**src/rtl/mem_arb_pkg.sv**
```systemverilog
// Shared definitions for the two-port SRAM arbiter.
//   state_e : controller state (CLEAR while the SRAM is being zeroed, RUN afterwards)
//   PORT_IF : index of the instruction-fetch port in grant/request vectors
//   PORT_D  : index of the data port in grant/request vectors
package mem_arb_pkg;

    typedef enum logic {
        CLEAR = 1'b0,
        RUN   = 1'b1
    } state_e;

    localparam int PORT_IF = 0;
    localparam int PORT_D  = 1;

endpackage

```
**src/rtl/rr_arb2.sv**
```systemverilog
// Two-input round-robin arbiter with a registered last-grant pointer.
//   clk     : clock
//   rst     : synchronous active-high reset (pointer favours the data port)
//   en_i    : grants allowed this cycle
//   req_i   : requests, indexed by PORT_IF / PORT_D
//   gnt_o   : one-hot (or zero) grant, combinational from req_i and the pointer
module rr_arb2
    import mem_arb_pkg::*;
(
    input  logic       clk,
    input  logic       rst,
    input  logic       en_i,
    input  logic [1:0] req_i,
    output logic [1:0] gnt_o
);

    // 1: data port wins the next tie, 0: fetch port wins it
    logic favor_d_q;
    logic favor_d_d;

    always_comb begin
        gnt_o = 2'b00;
        if (en_i) begin
            if (req_i[PORT_IF] && req_i[PORT_D]) begin
                gnt_o[PORT_D]  = favor_d_q;
                gnt_o[PORT_IF] = ~favor_d_q;
            end else begin
                gnt_o = req_i;
            end
        end
    end

    // The port just served loses the next tie; without a grant the pointer holds.
    always_comb begin
        favor_d_d = favor_d_q;
        if (gnt_o[PORT_D]) begin
            favor_d_d = 1'b0;
        end else if (gnt_o[PORT_IF]) begin
            favor_d_d = 1'b1;
        end
    end

    always_ff @(posedge clk) begin
        if (rst) begin
            favor_d_q <= 1'b1;
        end else begin
            favor_d_q <= favor_d_d;
        end
    end

endmodule

```
**src/rtl/mem_arbiter.sv**
```systemverilog
// Two-port (instruction fetch + data) arbiter in front of a single-port SRAM
// with registered 1-cycle read data. After reset the SRAM is zeroed one word
// per cycle; requests are only granted once the clear has finished.
//   clk, rst                       : clock, synchronous active-high reset
//   i_if_req/i_if_addr             : fetch read request and address
//   o_if_gnt/o_if_rvalid/o_if_rdata: fetch grant, read-data valid, read data
//   i_d_req/i_d_we/i_d_addr/i_d_wdata : data-port request
//   o_d_gnt/o_d_rvalid/o_d_rdata   : data grant, read-data valid, read data
//   o_mem_addr/o_mem_wdata/o_mem_we: SRAM command
//   i_mem_rdata                    : SRAM registered read data
//   o_init_done                    : clear complete, grants permitted
//
// state | meaning
// ------+-------------------------------------------------------------
// CLEAR | zeroing SRAM, address = clear counter, no grants
// RUN   | arbitrating fetch/data requests onto the SRAM
module mem_arbiter
    import mem_arb_pkg::*;
#(
    parameter int ADDR_WIDTH = 12,
    parameter int WORD_DEPTH = 4096,
    parameter int WORD_WIDTH = 16
) (
    input  logic                  clk,
    input  logic                  rst,
    input  logic                  i_if_req,
    input  logic [ADDR_WIDTH-1:0] i_if_addr,
    output logic                  o_if_gnt,
    output logic                  o_if_rvalid,
    output logic [WORD_WIDTH-1:0] o_if_rdata,
    input  logic                  i_d_req,
    input  logic                  i_d_we,
    input  logic [ADDR_WIDTH-1:0] i_d_addr,
    input  logic [WORD_WIDTH-1:0] i_d_wdata,
    output logic                  o_d_gnt,
    output logic                  o_d_rvalid,
    output logic [WORD_WIDTH-1:0] o_d_rdata,
    output logic [ADDR_WIDTH-1:0] o_mem_addr,
    output logic [WORD_WIDTH-1:0] o_mem_wdata,
    output logic                  o_mem_we,
    input  logic [WORD_WIDTH-1:0] i_mem_rdata,
    output logic                  o_init_done
);

    localparam logic [ADDR_WIDTH-1:0] LAST_ADDR = ADDR_WIDTH'(WORD_DEPTH - 1);

    state_e                state_q, state_d;
    logic [ADDR_WIDTH-1:0] clr_cnt_q, clr_cnt_d;
    logic                  pend_vld_q, pend_vld_d;
    logic                  pend_port_q, pend_port_d;   // 1 = data port

    logic [1:0] req;
    logic [1:0] gnt;
    logic       run;

    assign run         = (state_q == RUN);
    assign req[PORT_IF] = i_if_req;
    assign req[PORT_D]  = i_d_req;

    rr_arb2 u_rr_arb2 (
        .clk   (clk),
        .rst   (rst),
        .en_i  (run),
        .req_i (req),
        .gnt_o (gnt)
    );

    // State register
    always_ff @(posedge clk) begin
        if (rst) begin
            state_q     <= CLEAR;
            clr_cnt_q   <= '0;
            pend_vld_q  <= 1'b0;
            pend_port_q <= 1'b0;
        end else begin
            state_q     <= state_d;
            clr_cnt_q   <= clr_cnt_d;
            pend_vld_q  <= pend_vld_d;
            pend_port_q <= pend_port_d;
        end
    end

    // Next-state logic
    always_comb begin
        state_d   = state_q;
        clr_cnt_d = clr_cnt_q;
        case (state_q)
            CLEAR: begin
                clr_cnt_d = clr_cnt_q + ADDR_WIDTH'(1);
                if (clr_cnt_q == LAST_ADDR) begin
                    state_d   = RUN;
                    clr_cnt_d = '0;
                end
            end
            RUN: begin
                state_d = RUN;
            end
            default: begin
                state_d   = CLEAR;
                clr_cnt_d = '0;
            end
        endcase

        // Tag the read granted this cycle so its data is routed back next cycle.
        pend_vld_d  = gnt[PORT_IF] | (gnt[PORT_D] & ~i_d_we);
        pend_port_d = gnt[PORT_D];
    end

    // Output logic
    always_comb begin
        o_mem_we    = 1'b0;
        o_mem_addr  = '0;
        o_mem_wdata = '0;
        if (state_q == CLEAR) begin
            o_mem_we   = 1'b1;
            o_mem_addr = clr_cnt_q;
        end else if (gnt[PORT_D]) begin
            o_mem_we    = i_d_we;
            o_mem_addr  = i_d_addr;
            o_mem_wdata = i_d_wdata;
        end else if (gnt[PORT_IF]) begin
            o_mem_addr = i_if_addr;
        end
    end

    assign o_if_gnt    = gnt[PORT_IF];
    assign o_d_gnt     = gnt[PORT_D];
    assign o_if_rvalid = pend_vld_q & ~pend_port_q;
    assign o_d_rvalid  = pend_vld_q &  pend_port_q;
    assign o_if_rdata  = i_mem_rdata;
    assign o_d_rdata   = i_mem_rdata;
    assign o_init_done = run;

endmodule

```
**config.mk**
```make
export PLATFORM = sky130hd
export DESIGN_NAME = mem_arbiter
export DESIGN_NICKNAME = d
export VERILOG_FILES = /design/src/rtl/mem_arb_pkg.sv /design/src/rtl/rr_arb2.sv /design/src/rtl/mem_arbiter.sv
export SDC_FILE = /design/constraint.sdc
export NUM_CORES = 1
export LEC_CHECK = 0
export CORE_MARGIN = 1.5
export CORE_UTILIZATION = 60
export DETAILED_ROUTE_END_ITERATION = 10
export DONT_BUFFER_PORTS = 1
export PLACE_DENSITY_LB_ADDON = 0.1
export SYNTH_ARGS = -nofsm -noshare
export SYNTH_HDL_FRONTEND = slang
export SYNTH_SLANG_ARGS = --single-unit
```
**constraint.sdc**
```tcl
create_clock -name clk -period 1.8 [get_ports clk]
set_clock_uncertainty 0.1 [all_clocks]
set_input_delay 0.18 -clock clk [delete_from_list [all_inputs] [get_ports clk]]
set_output_delay 0.18 -clock clk [all_outputs]
set_load 0.05 [all_outputs]
```
Figure 1. Clock distribution.
The bar under the picture is 10 um long.
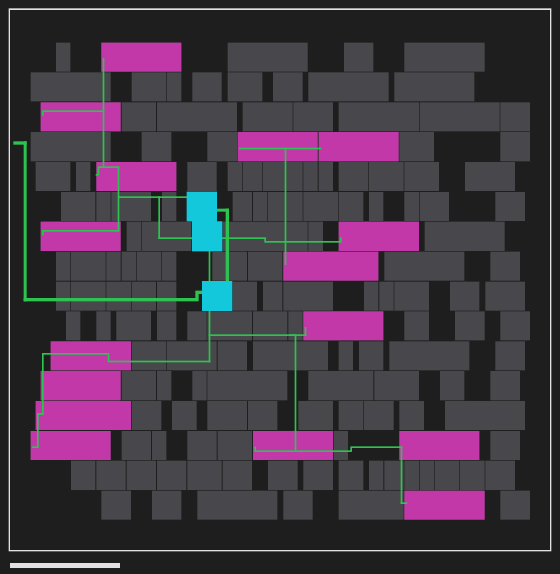
Key: magenta = flip-flops [count 16]; green = clock wires [length 205 um]; cyan = clock-net drivers [count 3]
There are 4 routed clock nets.

Figure 2. M3 wires.
The bar under the picture is 10 um long.
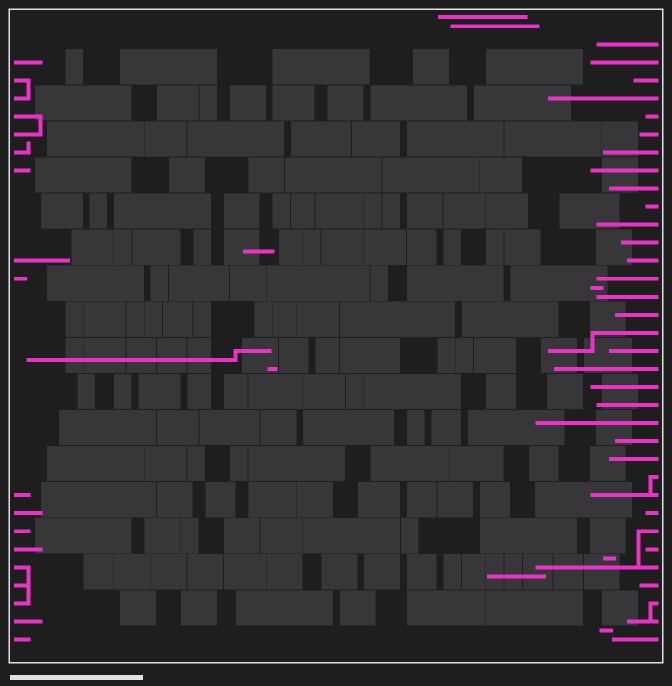
The layer holds 6.1% of the routed length. The wires run mostly horizontal. The longest straight run is 15.6 um. 41 nets have wire on it. The layer carries 200 um of wire.

==> summary.txt <==
Implementation status.

- The path class of the tightest hold or removal check is in2reg.
- The wire-length estimate of the detail-placed layout is between 2 and 3 mm.
- The post-detailed-route wirelength per cell is around 17 um.
- The floorplan step defined a core boundary enclosing ~2000 um^2.
- The placed instances occupy a cell area of ~1500 um^2.
- The wire length of the first global-routing pass is 5.16 mm.
- Across every metal layer, demand over resource in global routing totals 0.270.
- The die covers 2420 um^2.
- Cell internal power was estimated by the tool at 0.000478 W.
- The worst endpoint required time is 1.52 ns.
- The share of the synthesized area in the top cell type is 0.250.
- The routability congestion estimate from global placement is slightly above 0.8.
- The reg-to-reg critical path endpoint is clr_cnt_q[2]$_SDFFE_PP0N_.
- In this design, the stage delay of the slowest critical-path cell is around 0.37 ns.
- The share of total power dissipated in the clock network is 0.295.
- Across the whole layout, storage elements account for 328 um^2.
- The via density per instance is approximately 5.7.
- The die extent in x is a little under 50 um.
- The type of element capturing the critical path is an output pin.
- The post-synthesis register bit count is 16.
- The run finished with clean final reports.
- The post-route minimum period is around 1.7 ns.
- The number of antenna repair diodes is 0.
- From synthesis to final layout, the design area changed by 24.6%.
- In this run the remaining antenna-violating nets after routing total 0.
metrics by stage:
stage | utilization | hold WS (ns) | instances | setup slack, ns
2_1_floorplan | - | 0.258 | 168 | -0.115
3_3_place_gp | 0.756 | 0.154 | 181 | 0.174
3_5_place_dp | 0.756 | 0.156 | 181 | 0.0889
4_1_cts | 0.784 | 0.0237 | 187 | -0.00360
5_1_grt | 0.804 | 0.0318 | 188 | -0.00279
6_report | 0.804 | 0.0204 | 188 | 0.0502
flip-flops by register name (all words and copies together), names as in the netlist:
register             cells
u_rr_arb2.favor_d_q      1
clr_cnt_q               12
pend_vld_q               1
o_init_done              1
pend_port_q              1
kinds of logic after synthesis:
family	Yosys count	share of synthesized area
multiplexers	1	0.00783
AND-OR/OR-AND	31	0.168
flip-flops	16	0.250
adder cells (fa/ha/maj)	1	0.00978
XOR/XNOR	9	0.0616
buffers and inverters	53	0.250
AND/OR/NAND/NOR	57	0.251
cell usage in the layout, fill, tap and decap left out, types with 3 or more instances in the layout:
cell type                   n
sky130_fd_sc_hd__o21ai_2   10
sky130_fd_sc_hd__nor2_1    13
sky130_fd_sc_hd__a22oi_2    3
sky130_fd_sc_hd__a22oi_1    9
sky130_fd_sc_hd__clkbuf_4   3
sky130_fd_sc_hd__nor2b_1    4
sky130_fd_sc_hd__xnor2_1    4
sky130_fd_sc_hd__dfxtp_1   14
sky130_fd_sc_hd__inv_1     14
sky130_fd_sc_hd__xor2_1     5
sky130_fd_sc_hd__nand2_2    4
sky130_fd_sc_hd__buf_12    15
sky130_fd_sc_hd__nand2_1    5
sky130_fd_sc_hd__buf_4     11
sky130_fd_sc_hd__nor3_1     3
sky130_fd_sc_hd__and2_2    15
final cells by class:
class / count / share of cell area
well taps: 27 / 0.0212
flip-flops and latches: 16 / 0.206
clock buffers: 3 / 0.0141
inverters: 14 / 0.0330
multi-input cells: 99 / 0.466
repair buffers: 29 / 0.260
timing repair:
action | CTS | global route
hold endpoints to repair | 9 | 0
hold buffers | 2 | 0
resized | 2 | 8
cloned | 0 | 0
endpoints found under the setup margin | 22 | 30
setup buffers | 1 | 1
pin swaps | 1 | 2
how the worst max path moves through the flow:
stage,endpoint,depth (start not counted),start
finish,o_mem_addr[2],5,u_rr_arb2.favor_d_q$_SDFFE_PP1P_
global route,o_mem_addr[9],6,o_init_done$_SDFF_PP0_
CTS,o_mem_addr[0],6,o_init_done$_SDFF_PP0_
global placement,clr_cnt_q[5]$_SDFFE_PP0N_,5,clr_cnt_q[0]$_SDFFE_PP0N_
detailed placement,clr_cnt_q[2]$_SDFFE_PP0N_,5,clr_cnt_q[0]$_SDFFE_PP0N_
floorplan,o_mem_wdata[10],4,o_init_done$_SDFF_PP0_
power groups by stage:
stage	clock network, W	logic (W)	registers (W)
6_report	0.000191	0.0000943	0.000363
5_1_grt	0.000200	0.000101	0.000363
4_1_cts	0.000187	0.0000944	0.000364
3_5_place_dp	0	0.0000878	0.000374
3_3_place_gp	0	0.0000844	0.000372
2_1_floorplan	0	0.000240	0.000374
layer usage:
metal | global-route usage | wire length, um
met2 | 0.502 | 1750
met4 | 0.0952 | 81
met1 | 0.309 | 1240
met3 | 0.0399 | 200
met5 | 0 | 0
Power figures rest on the tool's default switching activity, not on a simulated workload.
